==> config.mk <==
export PLATFORM = sky130hd
export DESIGN_NAME = instr_fetch_unit
export DESIGN_NICKNAME = d
export VERILOG_FILES = /design/src/rtl/risc8_pkg.sv /design/src/rtl/ifid_reg.sv /design/src/rtl/instr_fetch_unit.sv
export SDC_FILE = /design/constraint.sdc
export NUM_CORES = 1
export LEC_CHECK = 0
export CAP_MARGIN = 0
export CORE_MARGIN = 3
export CORE_UTILIZATION = 50
export CTS_CLUSTER_DIAMETER = 80
export DETAILED_ROUTE_END_ITERATION = 12
export PLACE_DENSITY = 0.87
export SLEW_MARGIN = 25
export SYNTH_ARGS = -nofsm -noshare
export SYNTH_HDL_FRONTEND = slang
export SYNTH_SLANG_ARGS = --single-unit
export TNS_END_PERCENT = 20
==> constraint.sdc <==
create_clock -name clk -period 2.5 [get_ports clk]
set_input_delay 0.5 -clock clk [delete_from_list [all_inputs] [get_ports clk]]
set_output_delay 0.5 -clock clk [all_outputs]
set_load 0.02 [all_outputs]
Signal wires on met4:
Drawn at 4 px/µm. Cells faint in the background.
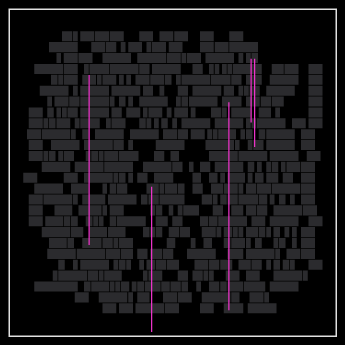
nets with wire on the layer: 4
longest straight run: 51.7 µm
main direction: vertical
share of all routed wire: 2.3%
wire length on this layer: 167 µm
total via count in the routed design: 2653
Post-Route WL: 7.23 mm

Metal layers overlaid:
Drawn at 4 px/µm.
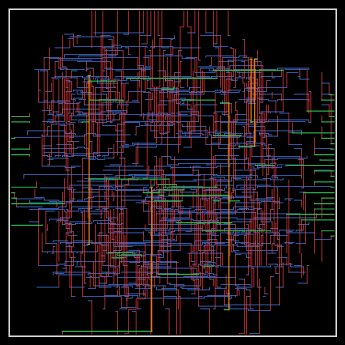
[met2] red | wire length: 3530 µm
[met1] blue | wire length: 3140 µm
[met4] orange | wire length: 167 µm
[met3] green | wire length: 398 µm
average wire length per cell after detail routing: 15.2 µm
overall global routing resource usage: 23.6%

Routing congestion:
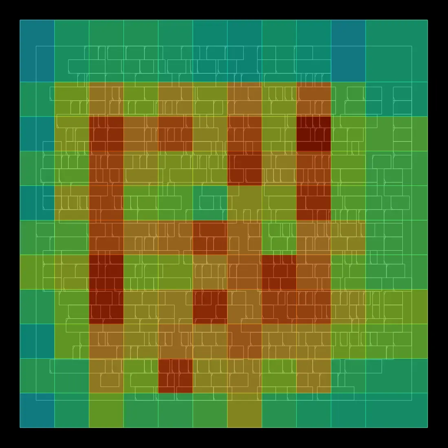
met2 usage: 38.8%
busiest layer in global routing: met2
Layout Utilization: 71.6%
global-route met1 utilization: 29.8%

Clock distribution:
Drawn at 3 px/µm.
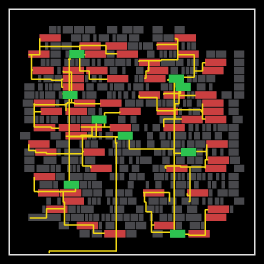
[cells driving clock nets] green | count: 9
[flip-flops] red | count: 61
[clock wires] yellow | length: 724 µm
routed clock nets: 10
largest clock skew in the final design: 0.00648 ns
part of the power in the clock network: 29.3%
latest clock arrival within the worst-skew pair: 0.34 ns

Close-up of the layout:
Region (51, 10) to (71, 30) µm. Cells in gray, sequential cells in the stronger gray; small squares are vias.
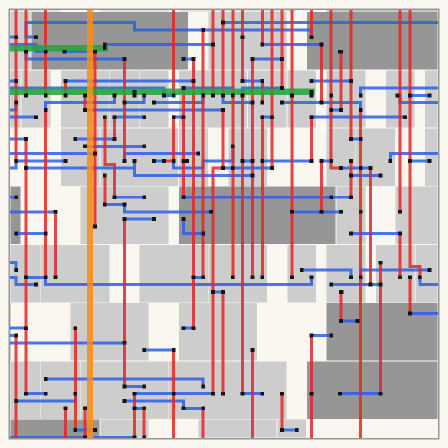
[met1] blue
[met4] orange
[met3] green
[met2] red
sequential cells in the window: 5
cells with their middle in the window: 38
most frequent: nand2_1 (7), a21oi_1 (6), dfxtp_1 (5)

==> out/qor.csv <==
metric,value,unit
area_fraction_of_the_dominant_cell_type_after_synthesis,43.0,%
postRouteAntennaNets,0,
post_synthesis_register_bit_count,61,
detail_route.drc_violations,0,
cts_num_sinks,61,
h-tree-depth,3,
coreArea,5300,µm²
count_of_buffers_inserted_at_the_top_level_ports,66,
cts-resized-gates,0,
nNonClkBuffers,86,
synth-cells-yosys,335,
number_of_hold_violations_in_the_final_report,0,
detailedPlace.worstSlack,0.0654,ns
antenna_cells,0,
timing.setup.critical_path_class,reg2reg,
detailed_placement_wirelength_estimate,5.19,mm
layout-drive-gt1-share,12.3,%
p_leak,0.00135,µW
critPathRequiredTime,2.72,ns
final-nonclk-buf-share,21.7,%
timing.critical_path.to_type,flip-flop,
first_pass_iters,4,
final-seq-area,1220,µm²
most_frequent_logic_cell_in_the_layout,sky130_fd_sc_hd__clkdlybuf4s50_1,
hold_critical_path_depth,2,
place.gp.congestion,0.894,
grt_start_max_net_pins,34,
synthDistinctLibCells,52,
rsz0062_at_grt,no,
run_status,"complete, no violations",
n_all_inverters,13,
seq_share,32.2,%
number_of_buffers_inserted_for_hold_repair_after_clock_tree_synthesis,0,
num-multi-input-gates,231,
place_inst,461,
syn_inst,335,
grt_pass1_vias,2501,
numCtsBuffers,9,
synth_nets,369,
post_synth_most_frequent_cells,"sky130_fd_sc_hd__dfxtp_1 (61), sky130_fd_sc_hd__nand2_1 (58), sky130_fd_sc_hd__nor2_1 (34), sky130_fd_sc_hd__a21oi_1 (29), sky130_fd_sc_hd__clkbuf_1 (17)",
die_width,81.4,µm
nFlopsAndLatches,61,
initial_utilization,53.6,%
dr.first_iter.drc_count,131,
top_signal_layer_used,met4,
clock.fmax,451,MHz
worst_pin_slew,0.720,ns
finalWorstSetupSlack,0.280,ns
stdcell_area,3800,µm²
-- worst max-delay path, delay by kind of cell, from the launching register on --
kind / cells / cell delay [ns]
flops: 1 / 0.40
buf+inv: 2 / 0.26
simple gates: 1 / 0.30
fa+ha+maj: 1 / 0.26
compound gates: 3 / 0.63
mux: 1 / 0.26
-- power by group --
part,total (µW),switching (µW),internal [µW]
combinational,957,521,435
sequential,1140,71.9,1070
clock,871,386,485
-- cells by family after synthesis --
logic type               Yosys count  synth area share, %
flip-flops                        61                 43.0
AND-OR/OR-AND                     83                 21.4
buffers and inverters             43                 7.22
multiplexers                      14                 5.02
adder cells (fa/ha/maj)            5                 2.20
AND/OR/NAND/NOR                  129                 21.2
Power figures rest on the tool's default switching activity, not on a simulated workload.
